final_clocks.png
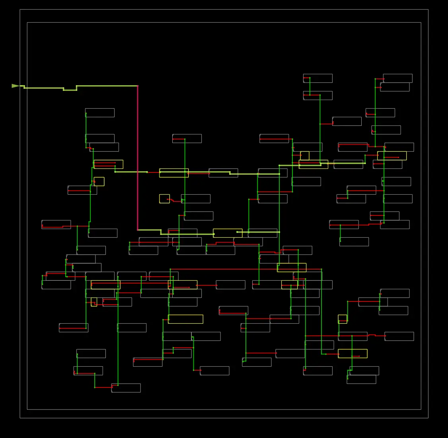
cell_classes.png
(2 px per um)
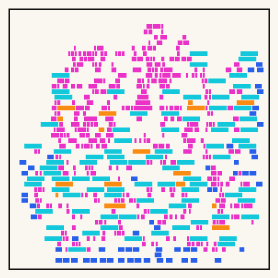
metal_stack.png
(2 px per um)
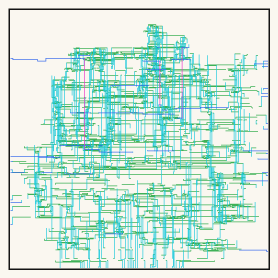
pins.png
(3 px per um) Pins as bars across the die edge, other pins in grey.
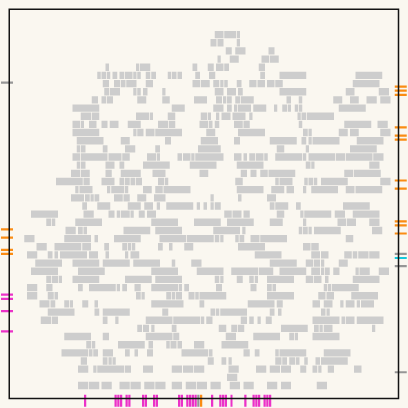
density.png
(3 px per um) The die is cut into 13 by 13 equal tiles; black is low, pale yellow is high, 0 to 100% covered.
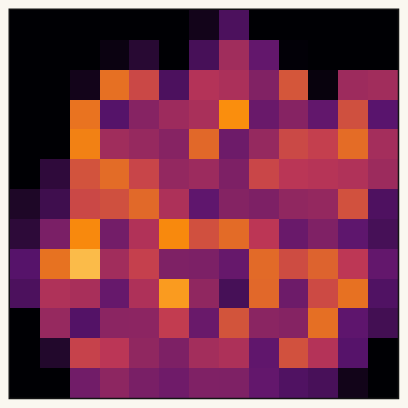
===== src/rtl/dist_sqrt_unit_if.sv =====
// dist_sqrt_unit_if: controller-side handshake and data bundle for the iterative square-root stage
//   RST_Sqrt  ctrl->sqrt  synchronous soft clear
//   EN_Sqrt   ctrl->sqrt  start/hold request, level-sensitive
//   DIN_Sqrt  ctrl->sqrt  unsigned radicand, IN_WIDTH bits
//   RDY_Sqrt  sqrt->ctrl  registered result-valid
//   DOUT_Sqrt sqrt->ctrl  registered unsigned root, IN_WIDTH/2 bits
//   BUSY_Sqrt sqrt->ctrl  high while an iteration is in flight
interface dist_sqrt_unit_if #(parameter int IN_WIDTH = 32) ();
  logic                    RST_Sqrt;
  logic                    EN_Sqrt;
  logic [IN_WIDTH-1:0]     DIN_Sqrt;
  logic                    RDY_Sqrt;
  logic [IN_WIDTH/2-1:0]   DOUT_Sqrt;
  logic                    BUSY_Sqrt;
  modport master (output RST_Sqrt, EN_Sqrt, DIN_Sqrt, input RDY_Sqrt, DOUT_Sqrt, BUSY_Sqrt);
  modport slave  (input RST_Sqrt, EN_Sqrt, DIN_Sqrt, output RDY_Sqrt, DOUT_Sqrt, BUSY_Sqrt);
endinterface


===== src/rtl/dist_sqrt_unit.sv =====
// dist_sqrt_unit: restoring digit-by-digit integer square root, one root bit per cycle
//   clk   rising-edge clock
//   RST_N asynchronous active-low reset
//   sq    dist_sqrt_unit_if.slave (RST_Sqrt, EN_Sqrt, DIN_Sqrt in; RDY_Sqrt, DOUT_Sqrt, BUSY_Sqrt out)
//   SQRT_ROUND_EN (macro) adds a ROUND state giving round-to-nearest with saturation
module dist_sqrt_unit #(
  parameter int IN_WIDTH = 32
) (
  input  logic            clk,
  input  logic            RST_N,
  dist_sqrt_unit_if.slave sq
);
  localparam int OW = IN_WIDTH / 2;
  localparam int RW = OW + 2;
  localparam int CW = (OW > 1) ? $clog2(OW) : 1;
`ifdef SQRT_ROUND_EN
  typedef enum logic [1:0] {IDLE, CALC, ROUND, DONE} state_t;
`else
  typedef enum logic [1:0] {IDLE, CALC, DONE} state_t;
`endif
  state_t              state, state_n;
  logic [IN_WIDTH-1:0] rad, rad_n;
  logic [RW-1:0]       rem, rem_n;
  logic [OW-1:0]       root, root_n;
  logic [CW-1:0]       cnt, cnt_n;
  logic                rdy, rdy_n;
  logic [OW-1:0]       dout, dout_n;
  logic [RW-1:0]       rem_sh, trial;
  logic                ge;
  // The remainder never exceeds twice the partial root, so its top two bits are always zero before the shift
  assign rem_sh = RW'({rem, rad[IN_WIDTH-1 -: 2]});
  assign trial  = {root, 2'b01};
  assign ge     = rem_sh >= trial;
  always_ff @(posedge clk or negedge RST_N) begin
    if (!RST_N) begin
      state <= IDLE;
      rad   <= '0;
      rem   <= '0;
      root  <= '0;
      cnt   <= '0;
      rdy   <= 1'b0;
      dout  <= '0;
    end else begin
      state <= state_n;
      rad   <= rad_n;
      rem   <= rem_n;
      root  <= root_n;
      cnt   <= cnt_n;
      rdy   <= rdy_n;
      dout  <= dout_n;
    end
  end
  always_comb begin
    state_n = state;
    rad_n   = rad;
    rem_n   = rem;
    root_n  = root;
    cnt_n   = cnt;
    rdy_n   = rdy;
    dout_n  = dout;
    if (sq.RST_Sqrt) begin
      state_n = IDLE;
      rdy_n   = 1'b0;
      dout_n  = '0;
      cnt_n   = '0;
    end else begin
      case (state)
        IDLE: if (sq.EN_Sqrt) begin
          state_n = CALC;
          rad_n   = sq.DIN_Sqrt;
          rem_n   = '0;
          root_n  = '0;
          cnt_n   = CW'(OW - 1);
        end
        CALC: if (!sq.EN_Sqrt) state_n = IDLE;
        else begin
          rad_n  = rad << 2;
          rem_n  = ge ? rem_sh - trial : rem_sh;
          root_n = {root[OW-2:0], ge};
          cnt_n  = (cnt == '0) ? cnt : cnt - 1'b1;
`ifdef SQRT_ROUND_EN
          state_n = (cnt == '0) ? ROUND : CALC;
`else
          state_n = (cnt == '0) ? DONE : CALC;
`endif
        end
`ifdef SQRT_ROUND_EN
        // Remainder above the floor root means the radicand lies past (root+0.5)^2
        ROUND: if (!sq.EN_Sqrt) state_n = IDLE;
        else begin
          root_n  = (rem > {2'b00, root} && !(&root)) ? root + 1'b1 : root;
          state_n = DONE;
        end
`endif
        DONE: if (sq.EN_Sqrt) begin
          rdy_n  = 1'b1;
          dout_n = root;
        end else begin
          state_n = IDLE;
          rdy_n   = 1'b0;
        end
        default: state_n = IDLE;
      endcase
    end
  end
  assign sq.RDY_Sqrt  = rdy;
  assign sq.DOUT_Sqrt = dout;
`ifdef SQRT_ROUND_EN
  assign sq.BUSY_Sqrt = (state == CALC) || (state == ROUND);
`else
  assign sq.BUSY_Sqrt = (state == CALC);
`endif
endmodule


===== src/flat_wrapper.sv =====
// flat-port wrapper written by rule: the top's interface ports become plain ports
module dist_sqrt_unit_flat 
#(
  parameter int IN_WIDTH = 32
)
  (clk, RST_N, sq_RST_Sqrt, sq_EN_Sqrt, sq_DIN_Sqrt, sq_RDY_Sqrt, sq_DOUT_Sqrt, sq_BUSY_Sqrt);
  dist_sqrt_unit_if #(.IN_WIDTH(IN_WIDTH)) sq_i ();
  input  logic clk;
  input  logic RST_N;
  input wire logic [$bits(sq_i.RST_Sqrt)-1:0] sq_RST_Sqrt;
  input wire logic [$bits(sq_i.EN_Sqrt)-1:0] sq_EN_Sqrt;
  input wire logic [$bits(sq_i.DIN_Sqrt)-1:0] sq_DIN_Sqrt;
  output wire logic [$bits(sq_i.RDY_Sqrt)-1:0] sq_RDY_Sqrt;
  output wire logic [$bits(sq_i.DOUT_Sqrt)-1:0] sq_DOUT_Sqrt;
  output wire logic [$bits(sq_i.BUSY_Sqrt)-1:0] sq_BUSY_Sqrt;
  assign sq_i.RST_Sqrt = sq_RST_Sqrt;
  assign sq_i.EN_Sqrt = sq_EN_Sqrt;
  assign sq_i.DIN_Sqrt = sq_DIN_Sqrt;
  assign sq_RDY_Sqrt = sq_i.RDY_Sqrt;
  assign sq_DOUT_Sqrt = sq_i.DOUT_Sqrt;
  assign sq_BUSY_Sqrt = sq_i.BUSY_Sqrt;
  dist_sqrt_unit #(.IN_WIDTH(IN_WIDTH)) u_core (.clk(clk), .RST_N(RST_N), .sq(sq_i));
endmodule

===== config.mk =====
export PLATFORM = sky130hd
export DESIGN_NAME = dist_sqrt_unit_flat
export DESIGN_NICKNAME = d
export VERILOG_FILES = /design/src/rtl/dist_sqrt_unit_if.sv /design/src/rtl/dist_sqrt_unit.sv /design/src/flat_wrapper.sv
export SDC_FILE = /design/constraint.sdc
export NUM_CORES = 1
export LEC_CHECK = 0
export CAP_MARGIN = 20
export CORE_MARGIN = 2
export CORE_UTILIZATION = 30
export DETAILED_ROUTE_END_ITERATION = 6
export HOLD_SLACK_MARGIN = 0.03
export PLACE_DENSITY_LB_ADDON = 0.1
export SLEW_MARGIN = 40
export SYNTH_ARGS = -nofsm -noshare
export SYNTH_HDL_FRONTEND = slang
export SYNTH_SLANG_ARGS = --single-unit

===== constraint.sdc =====
create_clock -name clk -period 6.1 [get_ports clk]
set_input_delay 1.22 -clock clk [delete_from_list [all_inputs] [get_ports clk]]
set_output_delay 1.22 -clock clk [all_outputs]
set_load 0.03 [all_outputs]

==> design notes <==
The run gives 0 as the number of maximum-capacitance constraint violations. Residual DRC count: 0. The gate-level netlist out of Yosys references 63 unique cell types. After detailed routing, the number of vias per cell comes to 5.15. After layout, the worst setup slack is 2930 ps. The measured slew at the worst slew-check pin works out to 815 ps. The critical path in this run is classified as register to output port.

The total setup violations reported at the end of the flow is 0, and the critical path required time is 4880 ps. Adding up every negative setup slack in the final design gives 0 ps. Per STA, the worst path accumulates the most delay in the family buffers and inverters. The areal power density over the cells came out at 445 nW/um^2. Per the hold report, the tightest min-delay path originates at u_core.rad[3]. Start point of the critical path: u_core.state[0]. The total global routing track utilization came out at 15.4%. The summed area of non-filler cells in the final layout is 5710 um^2.

Max-slew check failures listed in the final report amount to 0. The tools report the count of nets left with antenna violations after detail routing as 0. In the layout the commonest cells are 87 x dfrtp_1, 82 x nand2_1, 53 x o21ai_0. In the final design database the tool counted 596 nets. Per the post-synthesis report, the number of cells in the design is 503. The run gives 45.6% for the worst relative slew slack.

In this run switching power makes up 42.8% of total power. The leading register cell type out of synthesis was dfrtp_1. Counting along the longest clock path gives a buffer depth of 2. The biggest area consumer among synthesized cells is dfrtp_1. Sorting the synthesized cells by how often they occur yields 87 x dfrtp_1, 82 x nand2_1, 53 x o21ai_0, 31 x o22ai_1, 25 x inv_1.

The floorplan report gives the top-level pin count as 54. Most common library cell in the layout ignoring fill and taps: dfrtp_1. Traced cell by cell, the critical path runs through inv_2 > nor2_2 > clkdlybuf4s50_1. Hold slack: 485 ps. STA classifies the critical path startpoint as a register. From synthesis to final layout, the design area changed by 21.3%.

The tools report the initial antenna violation count as 0. The synthesis-stage register bit count works out to 87. The placed cell area is 5400 um^2, and the number of flops mapped to enable cells by yosys is 0. Timing analysis after detailed placement gives a worst setup slack of 2870 ps. The total area inside the core boundary comes to 15300 um^2. The average wire per standard cell works out to 16.4 um.

For the post-CTS resize count, the log shows 0. The clock network accounts for 22.1% of the total power. Setup repair after global routing left no endpoint under its margin.

For reference, the final report shows the hold violation count at 0. The pre-antenna-repair detailed-routing pass consisted of 4 iterations. For this design, the CTS-stage hold fixing added 0 buffers.

The run gives 1950 ps for the data arrival time of the critical path. The run gives 46.3% as the share of synthesized area occupied by flip-flops and latches. The number of vias in the routed layout was 3897. The type of destination of the critical path was an output port.

Looking at the VDD voltage map, the peak drop is 0.000236 V. With the antenna diode count at 0, the global-route wire length before repair is 19900 um. For this run, the chip area from Yosys synthesis comes to 4710 um^2. After layout, the minimum clock period comes to 3170 ps. The run gives 1.46 mW as the internal power summed over all cells. After synthesis, the cell types taking the most area are dfrtp_1 46%, nand2_1 6.5%, o21ai_0 5.6%. The run gives 56 as the pin count of the biggest net entering global routing. Start of the worst register-to-register path: u_core.root[5].

TritonCTS built the clock tree. The run gives 45 as the number of placement rows. The run gives 275 for the initial DRC count.

Total buffers and inverters traversed by the critical path: 2. For this run the aggregate overflow at the end of global routing stands at 0. The netlist area before placement is 4710 um^2, and the vertical extent of the die is 129 um. After synthesis, the mean cell area works out to 9.36 um^2. In this build the clock could be raised as far as 316 MHz. The flow ran to the end, and the final reports show no timing, DRC or antenna violations.

The area fraction of the largest cell type after synthesis is 46.3%. The maximum single-stage delay on the critical path was 620 ps. Per the layout report, the design carries 1532 filler cells.

The root buffer cell chosen for the clock tree is clkbuf_16. The run gives 16700 um^2 for the area of the chip. The run gives 8640 um for the post-detailed-placement half-perimeter wirelength. The number of global-route vias before repair was 3712; the clock input transition at the sequential cells of the worst setup and hold paths was 60 ps.

With the placed cell count at 741, the number of logged tool warnings is 27. With the number of buffers inserted by post-CTS setup repair at 0, the share of the core filled with cells in the final layout is 37.4%. Per the Yosys statistics, synthesis produced 503 cells.

The initial standard-cell utilization of the core is 30.8%. The class of the tightest hold or removal check was register to register. When the netlist entered floorplanning its net count stood at 558.

Summed over all layers, the routed wires come to 12400 um. The count of input and output buffers is 53, and the final period utilization is 51.9%. The logs give 0 for the synthesis warning total and 50.1% for the logic gate share of total power. The flow reports that sequential cells draw 27.8% of the design power.

The largest individual stage delay along the critical path comes from the cell clkdlybuf4s50_1. The leakage power summed over all cells was 2.43 nW; the die span in x was 129 um. Summing internal, switching and leakage power gives 2.54 mW. Of the cells placed in the final design, the portion with a size suffix greater than 1 is 6.59%. The most frequently used cell type in the post-synthesis netlist is dfrtp_1.

The finished layout holds 757 standard cells, fillers aside. The critical path maximum fanout is 33. The fraction of synthesis flops using an asynchronous set or reset pin was 100%; the placer's final routability congestion estimate was 0.787. CTS built an H-tree with a depth of 3. Switching power total: 1.09 mW.
-- final_clocks.png (at the start) --
number of CTS-inserted buffers: 9
Insertion Delay late pin: 340 ps
Worst Clk Skew: 7.95 ps
clock distribution power: 0.563 mW
clock sink total: 87

-- cell_classes.png (at the start) --
[blue] other buffers and delay cells | cells: 59 | share of their area: 11%
[cyan] flip-flops | cells: 87 | share of their area: 40%
[orange] clock drivers and dummy loads | cells: 16 | share of their area: 5.6%
[magenta] all other logic | cells: 384 | share of their area: 44%

-- metal_stack.png (at the start) --
[green] met1 | wire length: 6140 um
[cyan] met2 | wire length: 5800 um
[magenta] met4 | wire length: 103 um
[blue] met3 | wire length: 379 um

-- pins.png (at the start) --
[cyan] `sq_EN_Sqrt` | pins: 1 | direction: input | edge: east
[orange] `sq_DOUT_Sqrt` | pins: 16 | direction: output | edge: 11 east, 4 west, 1 south
[magenta] `sq_DIN_Sqrt` | pins: 32 | direction: input | edge: 28 south, 4 west
all pins by edge: 30 south, 15 east, 9 west

-- density.png (at the start) --
nearly empty tiles: 19%
mean over tiles: 33%
densest ninth of the die: centre
tiles over 75% full: 1.8%
fullest tile: 85%

==> logic make-up after synthesis <==
group                      count (synthesis)  share of synthesized area, %
AOI/OAI and AO/OA                        171                          24.9
xor gates and xnor gates                   8                          1.49
adders and majority gates                 19                          5.05
buffers and inverters                     58                          5.13
DFF                                       87                          46.3
muxes                                      3                         0.638
and+or+nand+nor                          157                          16.5
==> metal layers <==
layer | routed length, um | vias up | global-route usage [%]
li1 | - | 1924 | -
met1 | 6140 | 1905 | 21.1
met2 | 5800 | 62 | 24.1
met3 | 378 | 6 | 4.29
met4 | 103 | 0 | 4.09
met5 | 0 | - | 0
==> layout make-up <==
type	count	area [um^2]	share of cell area [%]
clock buffers	10	239	4.19
clock inverters	6	67.6	1.18
inverters	26	97.6	1.71
multi-input cells	358	2290	40.1
flip-flops and latches	87	2180	38.1
well taps	211	264	4.63
repair buffers	59	573	10.0
==> sequential cells by signal, summed over array words and instances, names as in the netlist <==
name	flops
u_core.rad	32
u_core.rem	16
u_core.root	16
u_core.sq.DOUT_Sqrt	16
u_core.cnt	4
u_core.state	2
u_core.sq.RDY_Sqrt	1
==> power by group through the flow <==
stage / logic (mW) / registers [mW] / clock network (mW)
5_1_grt: 1.39 / 0.716 / 0.609
2_1_floorplan: 0.974 / 0.697 / 0
3_3_place_gp: 1.26 / 0.714 / 0
6_report: 1.27 / 0.706 / 0.563
4_1_cts: 1.27 / 0.705 / 0.584
3_5_place_dp: 1.27 / 0.715 / 0
==> path summary, 6_finish.rpt <==
check / cells after the start / slack, ps / to
min reg2reg: 2 / 480 / u_core.rad[3]
max: 3 / 2930 / sq_BUSY_Sqrt
min: 2 / 480 / u_core.rad[3]
max in group asynchronous: 2 / 4200 / u_core.rem[7]
max reg2reg: 7 / 3360 / u_core.rem[7]
min in group asynchronous: 1 / 820 / u_core.rad[18]
No activity file was given, so power comes from the tool's default toggle rates.
